Design dadd_pipe, sky130hd; sources not shown.
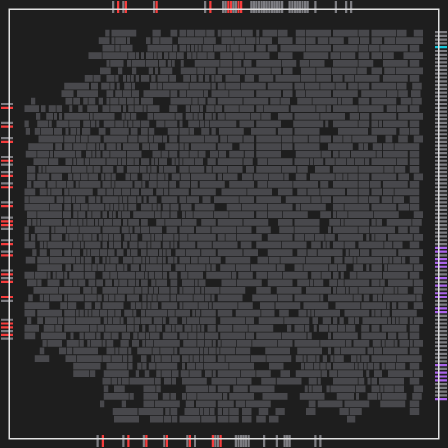
run_1/io_placement.png
Pins as bars across the die edge, other pins in gray.
- out_valid: cyan (pins 1; direction output; edge right)
- in_data: red (pins 32; direction input; edge 17 left, 8 top, 7 bottom)
- beat_cnt: purple (pins 16; direction output; edge right)
- all pins by edge: 98 right, 41 top, 35 left, 28 bottom
Die Height: 153.8 microns
die width: 153.8 microns
number of buffer cells added on primary ports: 199

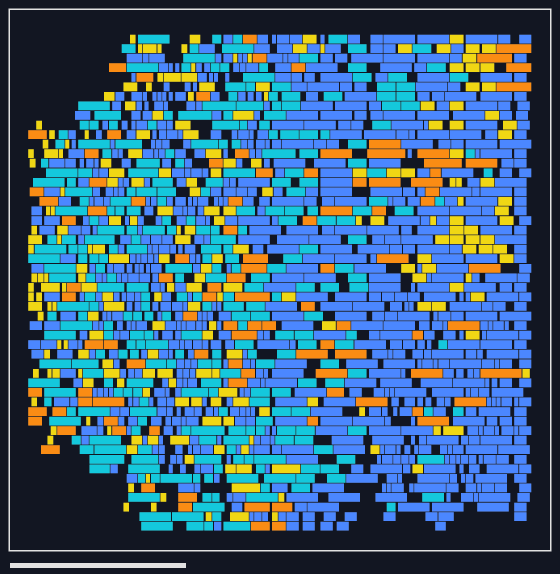
run_1/sizes.png
Bar = 50 microns.
- _2 cells: yellow (cells 219; share 15%)
- _6 and larger: orange (cells 100; share 6.9%)
- _3 and _4 cells: cyan (cells 306; share 21%)
- _0 and _1 cells: blue (cells 830; share 57%)
area growth from synthesis to layout: 50.28%
non-clock buffer count in the final layout: 385

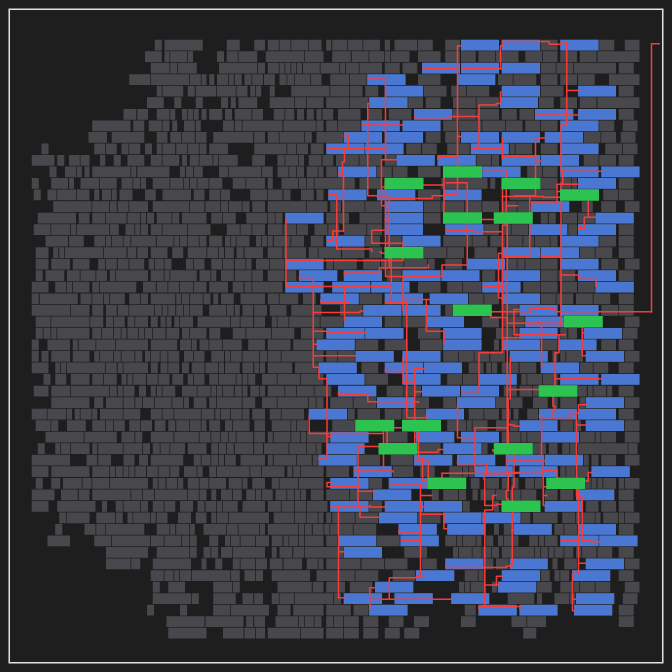
run_1/clk_routes.png
- clock wires: red (length 2070 microns)
- clock drivers: green (count 17)
- flip-flops: blue (count 164)
- routed clock nets: 18
Final Skew: 0.009374 ns
share of power burned in the clock network: 24.3%
Clk power: 2670 uW
clk latency late pin: 0.42 ns

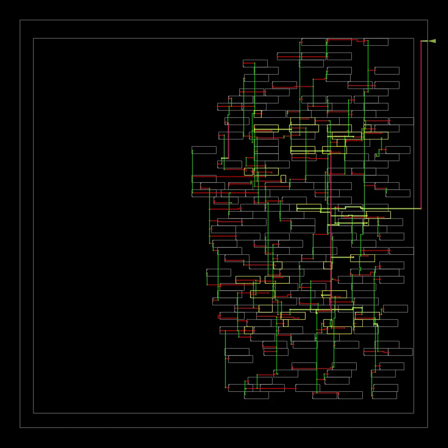
run_1/clocks.png
clock buffers created by TritonCTS: 17
clk sink count: 164
clock buffer instance count of the final layout: 18
layout sequential cell count: 164

==> results.yml, run 1 <==
# implementation run metrics
final_timing:
  report.final.setup_viol: 33
  tightest_slew_ns: 0.9916
  fin_crit_sh_pct: 120.6
  rsz0062_at_grt: "yes"
  fin_worst_hold_slack_ns: 0.04915
  fin_ws_ns: -0.5156
  finalMaxSlewViolations: 0
  slew-limit-headroom_pct: 33.89
synth:
  top_area_share_pct: 36.75
  synth_flop_count: 164
  syn_area_sq_um: 11170
  xor_share_pct: 4.314
  post_synth_main_area_contributors: "dfrtp_1, mux2_4, ha_1"
  synth.avg_cell_area_sq_um: 10.18
  synth-async-reset-ratio_pct: 100.0
  synth_chip_area_sq_um: 11170
  ys_cells: 1097
  yosys.area_share.simple_pct: 12.71
  flop_cell: "dfrtp_1"
  synth.mux.area_fraction_pct: 16.36
power_and_ir_drop:
  power.density_cell_area_nw_per_um2: 655.4
  power.ir.vdd_worst_mv: 0.5442
cts:
  cts-root-buf: "clkbuf_16"
  tritoncts: "built"
final_layout:
  n_fill_cell: 1020
  most_frequently_placed_logic_cell_in_the_final_layout: "dfrtp_1"
  most-common-layout-cells: "dfrtp_1, clkdlybuf4s50_1, buf_4"
  post_route_cells_drive_above_1_share_pct: 42.96
outcome:
  run_status: "finished, violations left"
  violations: "setup timing"
placed_design:
  place_congestion: 0.9500
grt:
  global_route.overflow_total: 0
job:
  total_of_max_cap_violations: 0
floorplan:
  floorplan.core_util_pct: 55.00
detailed_routing:
  drtPass1Iterations: 8
run 1: where the power goes:
| part | leakage, uW | total [uW] | switching, uW | internal [uW] |
|---|---|---|---|---|
| logic | 0.00507 | 4590 | 2010 | 2570 |
| registers | 0.00199 | 3740 | 468 | 3270 |
| clock network | 0.000287 | 2670 | 1160 | 1510 |
run 1: cell type report:
type                            count  area, sq um  area share, %
Timing Repair Buffer              326         3054          18.20
Clock buffer                       18        439.2          2.617
Multi-Input combinational cell    804         7823          46.62
Tap cell                          270        337.8          2.013
Sequential cell                   164         4104          24.46
Inverter                           70        297.8          1.775
Clock inverter                     14        151.4         0.9022
Antenna cell                        1        2.502        0.01491
Buffer                             59        570.5          3.400
run 1: per-layer routing:
layer  share of wire (%)  vias up  wire [microns]
met5                   0        -               0
met4                 6.9        0            2932
met3                 8.9      247            3776
met2                  48      843           20500
met1                  36     5287           15270
li1                    -     4608               -
run 1: kinds of logic after synthesis:
kind of cell               Yosys count
and+or+nand+nor                    278
AOI/OAI and AO/OA                  265
DFF                                164
muxes                              137
buffers and inverters              129
adders and majority gates           69
xor gates and xnor gates            55
run 1: synth_stat cells, drive strengths merged (6+ instances only):
cell / instances
dfrtp: 164
mux2: 130
a21oi: 90
nor2: 81
inv: 70
ha: 67
nand2: 61
o21ai: 47
buf: 39
xnor2: 28
xor2: 27
nand3: 26
clkbuf: 19
nor3: 19
o211ai: 17
a21o: 15
o31ai: 15
nand2b: 12
nor2b: 12
a211oi: 11
nand4: 11
a31oi: 10
and2: 10
or3: 9
o21a: 8
and3: 7
mux2i: 7
a21boi: 6
a22oi: 6
nor4: 6
run 1: worst max-delay path, delay by kind of cell:
kind / cells / cell delay (ns)
simple gates: 6 / 1.09
fa+ha+maj: 2 / 0.52
buf+inv: 4 / 0.48
compound gates: 3 / 0.40
mux: 1 / 0.31
run 1: repair_timing:
action | in CTS | in global routing
endpoints found under the setup margin | 40 | 43
hold buffers | 2 | 0
resized | 406 | 98
cloned | 3 | 0
pin swaps | 110 | 73
buffers inserted | 96 | 25
endpoints found under the hold margin | 33 | 0
run 1: stage by stage:
| stage | instance area, sq um | setup TNS [ns] | utilization [%] | setup slack, ns |
|---|---|---|---|---|
| 2_1_floorplan | 11610 | -4.347 | - | -0.2739 |
| 3_3_place_gp | 13940 | -931.22 | 68.69 | -5.406 |
| 3_5_place_dp | 13980 | -43.24 | 68.85 | -1.428 |
| 4_1_cts | 16250 | -5.166 | 80.04 | -0.2775 |
| 5_1_grt | 16780 | -12.31 | 82.65 | -0.5349 |
| 6_report | 16780 | -11.13 | 82.66 | -0.5156 |
==> run 2: changes to the inputs <==
CORE_UTILIZATION = 45   (was 54)
MAX_ROUTING_LAYER = met4   (was unset)
PLACE_DENSITY = 0.78   (was 0.9)
==> run 2 against run 1 <==
The run still ends with setup timing left. Fmax is 4.6% higher. Final cell count rose by 3.5%. Utilization shrank 13 points. First-iteration DRC count is 1.3% lower. Critical path depth shrank 2. Combinational power is 3% lower. Area after synthesis stayed put. Largest cell class unchanged.
==> results.yml, run 2 <==
# implementation run metrics
final_timing:
  report.final.setup_viol: 33
  slew-limit-headroom_pct: 41.01
  tightest_slew_ns: 0.8849
  fin_ws_ns: -0.3833
  fin_crit_sh_pct: 115.3
  rsz0062_at_grt: "yes"
  finalMaxSlewViolations: 0
  fin_worst_hold_slack_ns: 0.06947
final_layout:
  n_fill_cell: 1734
  most_frequently_placed_logic_cell_in_the_final_layout: "dfrtp_1"
  ant_diodes: 0
  mi_logic_area_sq_um: 7911
  post_route_cells_drive_above_1_share_pct: 43.57
  most-common-layout-cells: "dfrtp_1, clkdlybuf4s50_1, buf_4"
  area_growth_from_synthesis_to_layout_pct: 52.12
  finalCoreUtilization_pct: 69.64
  sequential_cell_area_sq_um: 4104
placed_design:
  place_congestion: 0.8874
  detailedPlacementHpwl_microns: 24280
  number_of_buffer_cells_added_on_primary_ports: 199
synth:
  cell_type_with_the_highest_aggregate_area_in_the_netlist: "dfrtp_1"
  post_synth_main_area_contributors: "dfrtp_1, mux2_4, ha_1"
  synth_flop_count: 164
  xor_share_pct: 4.314
  synth.mux.area_fraction_pct: 16.36
  syn_area_sq_um: 11170
  synth-async-reset-ratio_pct: 100.0
  ys_seq_share_pct: 36.75
  top_cell: "dfrtp_1"
  flop_cell: "dfrtp_1"
  yosys.area_share.simple_pct: 12.71
  top_area_share_pct: 36.75
  synth_chip_area_sq_um: 11170
  ys_cells: 1097
  synth.avg_cell_area_sq_um: 10.18
  yosysUniqueCellTypes: 87
  synthTopCellsByCount: "dfrtp_1, a21oi_1, nor2_1, mux2_4"
worst_setup_path:
  worst_path_depth: 14
  worst_path_largest_cell_delay_ns: 0.51
  timing.setup.critical_path_class: "input port to flip-flop"
  startpoint_class: "input port"
  path_buffers: 2
  kind_of_cell_adding_the_most_delay_to_the_critical_path: "simple AND/OR/NAND/NOR gates"
outcome:
  run_status: "finished, violations left"
  violations: "setup timing"
job:
  total_of_max_cap_violations: 0
grt:
  grt_start_max_net_pins: 64
  first_pass_grt_wire_length_microns: 55720
  global_route.overflow_total: 0
detailed_routing:
  drtPass1Iterations: 5
cts:
  clock-sinks: 164
  tritoncts.num_buffers: 17
  tritoncts: "built"
  clock_latency_ns: 0.42
  cts-root-buf: "clkbuf_16"
floorplan:
  placement_rows: 57
  floorplan.core_util_pct: 45.78
  io_pins: 202
power_and_ir_drop:
  power.density_cell_area_nw_per_um2: 627.8
  power.ir.vdd_worst_mv: 0.4252
-- run 2: netlist changes by cell type in the layout (fill, tap and decap cells not counted), sizes merged, moves of 2 or more --
cell           previous run  this run
buf                     201       217
clkdlybuf4s15            14        11
inv                      74        78
bufinv                    2         0
clkbuf                   43        37
clkinv                    6         4
-- run 2: repair_timing --
action	4_1_cts	5_1_grt
hold endpoints to repair	63	0
gates resized	460	83
setup buffers	106	24
pin swaps	140	74
cloned	2	0
setup endpoints to repair	34	40
hold buffers	1	0
-- run 2: area by class of cell --
type | instances | area share, %
multi-input cells | 804 | 46.58
flip-flops and latches | 164 | 24.16
repair buffers | 333 | 18.17
plain buffers | 59 | 3.462
clock buffers | 17 | 2.505
well taps | 324 | 2.387
inverters | 70 | 1.827
clock inverters | 15 | 0.9134
-- run 2: power breakdown --
part           internal (uW)  total, uW  switching, uW  leakage (uW)
Clock                   1340       2540           1200      0.000285
Sequential              3270       3670            399       0.00199
Combinational           2580       4450           1870       0.00511
Total                   7190      10700           3470       0.00739
-- run 2: worst reg2reg max path, delay by kind of cell, from the launching register on --
| family | cells | cell delay [ns] |
|---|---|---|
| and+or+nand+nor | 6 | 0.97 |
| xor gates and xnor gates | 1 | 0.17 |
| DFF | 1 | 0.41 |
| AOI/OAI and AO/OA | 2 | 0.49 |
-- run 2: stage by stage --
step                      power (uW)  setup WS, ns  instances  cell area [sq um]  TNS, ns
after floorplan                 5675       -0.2739       1097              11610   -4.347
after global placement          7250        -5.570       1620              14010  -958.96
after detailed placement        7354        -1.394       1621              14040   -42.90
after CTS                      10460       -0.2525       1762              16470   -3.230
after global routing           11140       -0.4242       1786              16990   -9.590
final                          10660       -0.3833       1786              16990   -8.209
-- run 2: per-layer routing --
layer	share of wire [%]	wire [microns]
met4	3.8	1355
met2	49	17620
met5	0	0
met1	41	14640
met3	6.7	2396
-- run 2: logic make-up (layout without fill, tap and decap cells) --
family                     after synthesis  in the layout
AOI/OAI and AO/OA                      265            265
xor gates and xnor gates                55             55
adders and majority gates               69             69
buffers and inverters                  129            494
DFF                                    164            164
muxes                                  137            137
and+or+nand+nor                        278            278
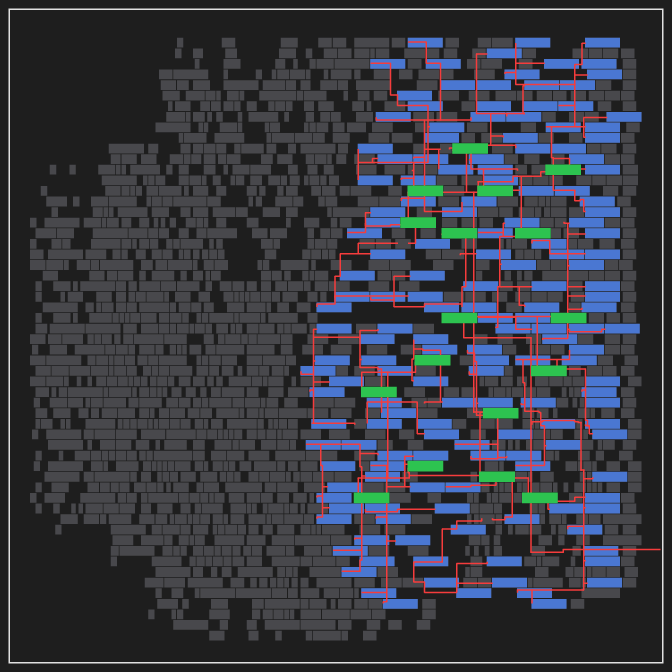
run_2/clk_routes.png
- clock drivers: green (count 17)
- flip-flops: blue (count 164)
- clock wires: red (length 1880 microns)
- routed clock nets: 18
Final Skew: 0.009989 ns
Clk power: 2540 uW

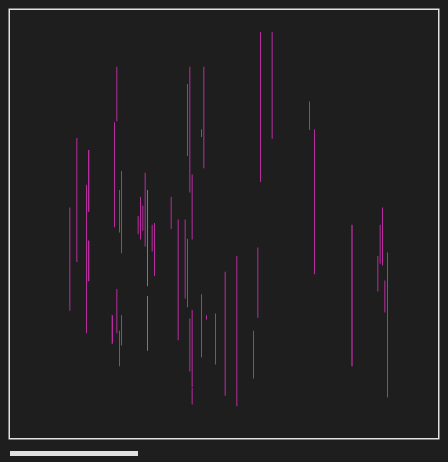
run_2/layer_met4.png
Bar = 50 microns.
- longest straight run: 58.5 microns
- share of all routed wire: 3.8%
- wire length on this layer: 1360 microns
- main direction: vertical
- nets with wire on the layer: 46
wire length reported by the detailed router: 36020 microns
number of vias after detailed routing: 10.17k

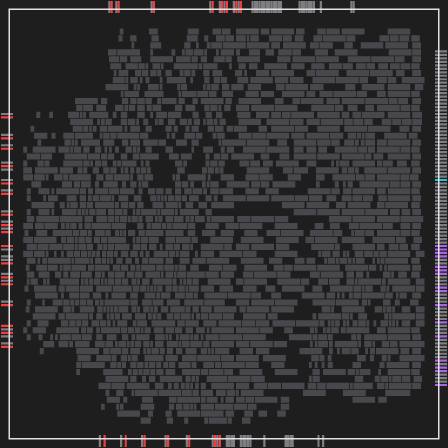
run_2/io_placement.png
Pins as bars across the die edge, other pins in gray.
- beat_cnt: purple (pins 16; direction output; edge right)
- out_valid: cyan (pins 1; direction output; edge right)
- in_data: red (pins 32; direction input; edge 17 left, 8 top, 7 bottom)
- all pins by edge: 97 right, 39 top, 36 left, 30 bottom
die width: 167.5 microns
Die Height: 167.5 microns

Power and IR drop assume default switching activity.
